**Run 1: power grid**

The bar under the picture is 10 um long. Pins as bars on the die edge. Tap cells in gray.
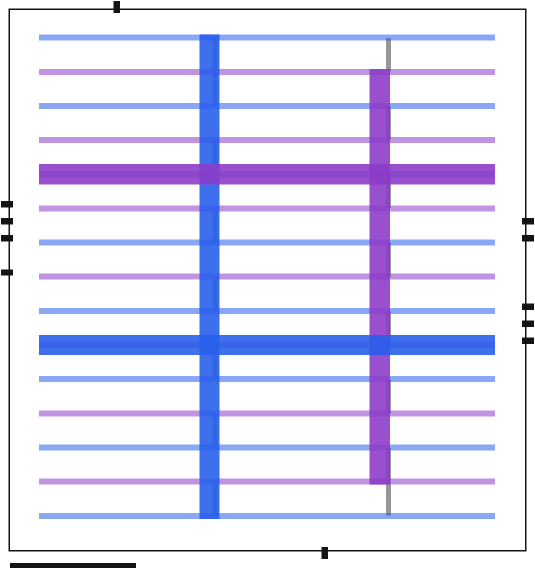
**Run 1: cell classes on the final placement**

The bar under the picture is 10 um long.
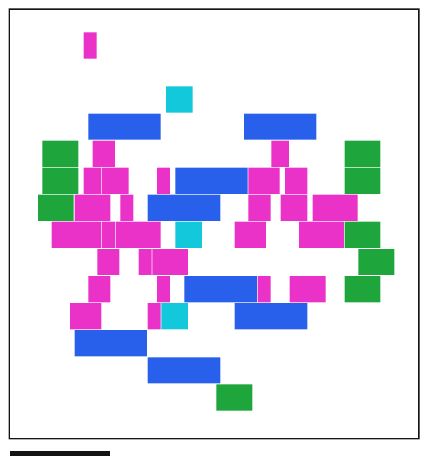
**Run 1: clock wires, drivers and flops**

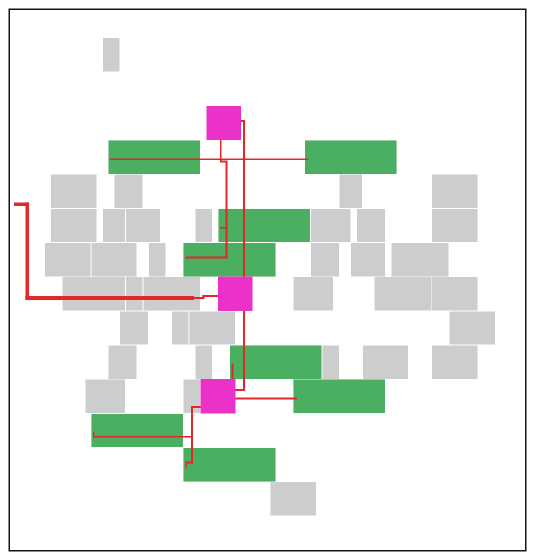
**Run 1: routed metal, one color a layer**

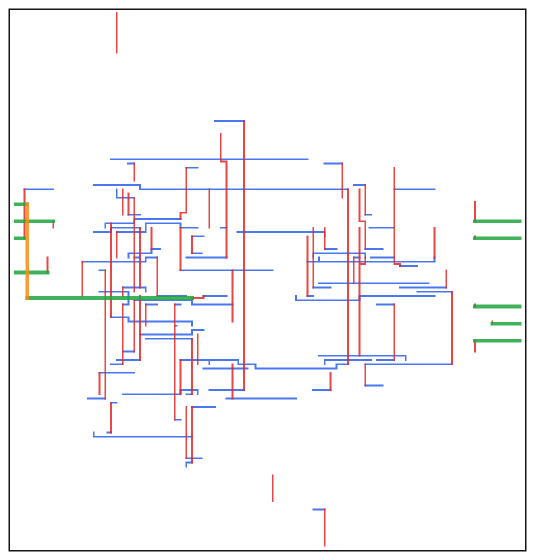
Design dpll_idc, sky130hd; sources not shown.
==> impl_metrics.py, run 1 <==
# Metrics from the implementation run
metrics = {
    "global_route": {
        "antenna_found_initial": 0,
        "grt_pass1_wl_um": 910,
    },
    "synthesis": {
        "top_logic_kind": "simple AND/OR/NAND/NOR gates",
        "synth-warning-count": 6,
        "ys_sh_adder_pct": 6.579,
        "ys_sh_simple_pct": 22.37,
        "synth.area.top_cells": "dfxtp_1, ha_1, mux2i_1",
        "async_flop_share_pct": 0,
        "flop_cell": "dfxtp_1",
        "yosys.area.top_type": "dfxtp_1",
        "syn_avg_cell_area_um2": 10.01,
        "syn_inst": 38,
    },
    "setup_path": {
        "slowest_delay_ns": 0.63,
        "arrival_ns": 1.28,
        "crit_path_start_kind": "flip-flop",
        "crit_fanout": 6,
        "worstSetupPathType": "flip-flop to primary output",
        "cp_num_buf_inv": 1,
        "cpMaxStageDelayCell": "clkdlybuf4s50_1",
        "reg2reg_slack_ns": 0.51,
        "reg2reg_depth": 4,
        "worstPathRequired_ns": 1.52,
        "path_cells": "clkdlybuf4s50_1",
    },
    "final_timing": {
        "tns_ns": 0,
        "finalMaxSlewViolations": 0,
        "hold_viol": 0,
    },
    "finish": {
        "final_cell_mix": "clkdlybuf4s50_1, dfxtp_1, nor2_1, clkbuf_4",
        "fillers": 146,
        "fin_nets": 55,
        "drive_above_1_share_pct": 17.02,
        "diodes": 0,
    },
    "cts": {
        "h-tree-depth": 1,
        "cts.path.max_buffers": 2,
        "clockRootBuffer": "clkbuf_4",
    },
    "die": {
        "die-area_mm2": 0.001763,
        "ioPinCount": 11,
        "fp_util_pct": 27.49,
    },
    "job": {
        "warnings": 26,
        "drv_cap": 0,
    },
    "outcome": {
        "status": "finished, final reports clean",
    },
    "detailed_routing": {
        "ant_nets": 0,
        "drc": 0,
        "drt_first_pass_iters": 2,
    },
    "place": {
        "routabilityCongestion": 0.6251,
        "dpl.hpwl_um": 430.3,
    },
    "power": {
        "leakagePower_nw": 0.1897,
    },
}
About 'power grid':
net	color
VSS	blue
VDD	purple
met5 straps	2
signal pins	11
Die X: 41 um
Core Footprint: 0.001384 mm2
Peak VDD IR: 309.8 uV
Die H: 43 um

About 'cell classes on the final placement':
class	color	cells	share of their area
other buffers and delay cells	green	9	19%
flops	blue	8	34%
all other logic	magenta	27	42%
cells driving clock nets	cyan	3	4.8%
fin util: 35.17%
fraction of area in registers: 32.90%
# rows: 14
final instance area: 486.7 um2

About 'clock wires, drivers and flops':
[clock wires] red | length: 104 um
[flip-flops] green | count: 8
[cells driving clock nets] magenta | count: 3
routed clock nets	4
Clk. pwr: 0.129 mW
Clock Latency Late Sink: 0.24 ns
Clock power frac: 34.0%
clk_skew: 0.001147 ns

About 'routed metal, one color a layer':
layer	color	wire length
met1	blue	267 um
met2	red	235 um
met4	orange	7.50 um
met3	green	36.7 um
DR WL/cell: 8.667 um
DRT Wirelength: 546 um
Tot GR Track Use: 8.249%
via count: 285

[run 1: metrics by stage]
step / worst slack [ns] / hold slack, ns / power [mW] / util [%] / cells
global route: 0.1722 / 0.5285 / 0.4045 / 35.17 / 63
CTS: 0.2246 / 0.4987 / 0.3886 / 35.17 / 63
detailed placement: 0.3936 / 0.4880 / 0.2542 / 33.54 / 60
finish: 0.2413 / 0.4876 / 0.3783 / 35.17 / 63
global placement: 0.3972 / 0.4843 / 0.2544 / 33.54 / 60
floorplan: 0.4805 / 0.3309 / 0.2345 / - / 38
[run 1: layout make-up]
| cell class | count | area (um2) | area share, % |
|---|---|---|---|
| well taps | 16 | 20.02 | 4.113 |
| clock buffers | 3 | 22.52 | 4.627 |
| multi-input cells | 25 | 186.4 | 38.30 |
| inverters | 2 | 7.507 | 1.542 |
| flip-flops and latches | 8 | 160.2 | 32.90 |
| repair buffers | 9 | 90.09 | 18.51 |
[run 1: metal layers]
metal / global-route usage, % / vias to the layer above / share of wire (%)
li1: - / 147 / -
met1: 10.03 / 127 / 49
met2: 10.31 / 9 / 43
met3: 3.141 / 2 / 6.6
met4: 8.000 / 0 / 1.3
met5: 0 / - / 0
[run 1: power breakdown]
| part | switching [mW] | internal, mW | leakage [nW] |
|---|---|---|---|
| clock network | 0.0524 | 0.0761 | 0.0138 |
| logic | 0.0235 | 0.0280 | 0.110 |
| registers | 0.0104 | 0.188 | 0.0656 |
| total | 0.0863 | 0.292 | 0.190 |
[run 1: cell families (layout without fill, tap and decap cells)]
logic type,after synthesis,after routing
other,1,1
buffers and inverters,5,14
adder cells (fa/ha/maj),2,2
flip-flops,8,8
multiplexers,2,2
AND/OR/NAND/NOR,13,13
AND-OR/OR-AND,7,7
## Run 2: what changed since run 1
--- a/config.mk
+++ b/config.mk
@@ -5,6 +5,7 @@
 export SDC_FILE = /design/constraint.sdc
 export NUM_CORES = 1
 export LEC_CHECK = 0
+export ABC_CLOCK_PERIOD_IN_PS = 1790
 export CORE_AREA = 2 2 39 41
 export CTS_CLUSTER_SIZE = 20
 export DETAILED_ROUTE_END_ITERATION = 12
@@ -15,3 +16,4 @@
 export SYNTH_HDL_FRONTEND = slang
 export SYNTH_HIERARCHICAL = 1
 export SYNTH_SLANG_ARGS = --single-unit
+export TNS_END_PERCENT = 10
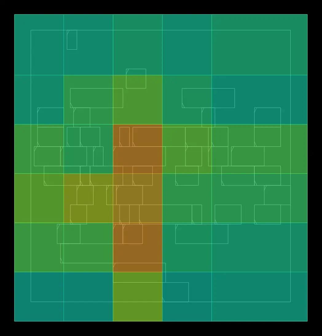
**Above:** run 2 (routing congestion).
M1 GR Usage: 10.03%
met2 Usage GRT: 10.31%

==> run 2 against run 1 <==
Maximum frequency is the same. Critical path depth is the same. Non-clock buffer count is the same. Critical endpoint unchanged. Largest cell class unchanged. Highest routed layer unchanged.
==> impl_metrics.py, run 2 <==
# Metrics from the implementation run
metrics = {
    "finish": {
        "fin_nets": 55,
        "instances_no_fill": 63,
        "final-comb-area_um2": 186.4,
        "regArea_um2": 160.2,
        "drive_above_1_share_pct": 17.02,
    },
    "final_timing": {
        "worst_hold_slack_ns": 0.4876,
        "finClkSkew_ns": 0.001147,
        "hold_viol": 0,
        "finalMaxSlewViolations": 0,
        "tns_ns": 0,
    },
    "setup_path": {
        "crit_path_start_kind": "flip-flop",
        "cp_num_buf_inv": 1,
        "worstSetupPathType": "flip-flop to primary output",
        "reg2reg_depth": 4,
        "path_cells": "clkdlybuf4s50_1",
        "reg2reg_slack_ns": 0.51,
        "arrival_ns": 1.28,
        "worstPathRequired_ns": 1.52,
    },
    "die": {
        "die-area_mm2": 0.001763,
        "core-area_mm2": 0.001384,
        "die_w_um": 41,
    },
    "power": {
        "leakagePower_nw": 0.1897,
        "p_int_mw": 0.2920,
        "comb_power_share_pct": 13.6,
        "swShare_pct": 22.82,
        "p_seq_share_pct": 52.4,
    },
    "cts": {
        "clockRootBuffer": "clkbuf_4",
        "cts.path.max_buffers": 2,
    },
    "detailed_routing": {
        "drt-total-wl_um": 546,
        "wl_per_cell_um": 8.667,
    },
    "job": {
        "warnings": 26,
    },
    "global_route": {
        "grt_pass1_wl_um": 910,
    },
    "place": {
        "placed_cells": 60,
        "routabilityCongestion": 0.6251,
    },
    "outcome": {
        "status": "finished, final reports clean",
    },
    "synthesis": {
        "syn_avg_cell_area_um2": 10.01,
        "synth-warning-count": 6,
        "async_flop_share_pct": 0,
    },
}
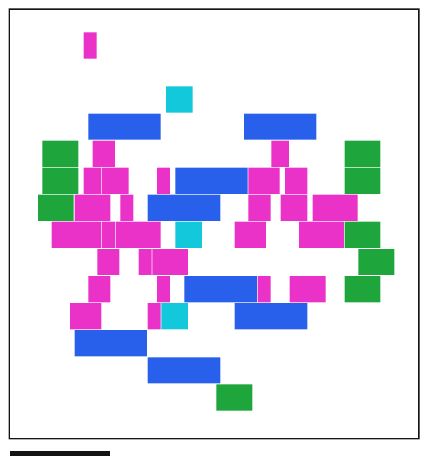
**Above:** run 2 (cell classes on the final placement).
The bar under the picture is 10 um long.
class	color	cells	share of their area
all other logic	magenta	27	42%
flops	blue	8	34%
cells driving clock nets	cyan	3	4.8%
other buffers and delay cells	green	9	19%

run 2: cell counts in the layout (fill, tap and decap cells not counted):
No cell type changed its count.
run 2: power groups by stage:
stage / sequential (mW) / combinational, mW / clock (mW)
6_report: 0.198 / 0.0515 / 0.129
5_1_grt: 0.199 / 0.0571 / 0.148
4_1_cts: 0.198 / 0.0522 / 0.138
3_5_place_dp: 0.202 / 0.0522 / 0
3_3_place_gp: 0.202 / 0.0520 / 0
2_1_floorplan: 0.204 / 0.0306 / 0
run 2: final cells by class:
class | instances | area share (%)
Sequential cell | 8 | 32.90
Tap cell | 16 | 4.113
Clock buffer | 3 | 4.627
Inverter | 2 | 1.542
Multi-Input combinational cell | 25 | 38.30
Timing Repair Buffer | 9 | 18.51
run 2: per-stage QoR:
stage | setup WS, ns | total power [mW] | utilization [%]
2_1_floorplan | 0.4805 | 0.2345 | -
3_3_place_gp | 0.3972 | 0.2544 | 33.54
3_5_place_dp | 0.3936 | 0.2542 | 33.54
4_1_cts | 0.2246 | 0.3886 | 35.17
5_1_grt | 0.1722 | 0.4045 | 35.17
6_report | 0.2413 | 0.3783 | 35.17
run 2: per-layer routing:
metal  part of all wire (%)  up-vias  track usage (%)  routed length [um]
met2                     43        9            10.31                 234
met4                    1.3        0            8.000                   7
met3                    6.6        2            3.141                  36
met1                     49      127            10.03                 267
met5                      0        -                0                   0
li1                       -      147                -                   -
run 2: logic make-up (layout without fill, tap and decap cells):
group,Yosys count,count (layout),share of synthesized area (%)
and+or+nand+nor,13,13,22.37
DFF,8,8,42.10
AOI/OAI and AO/OA,7,7,13.82
buffers and inverters,5,14,8.881
adders and majority gates,2,2,6.578
muxes,2,2,5.263
other,1,1,0.9859
Power figures rest on the tool's default switching activity, not on a simulated workload.
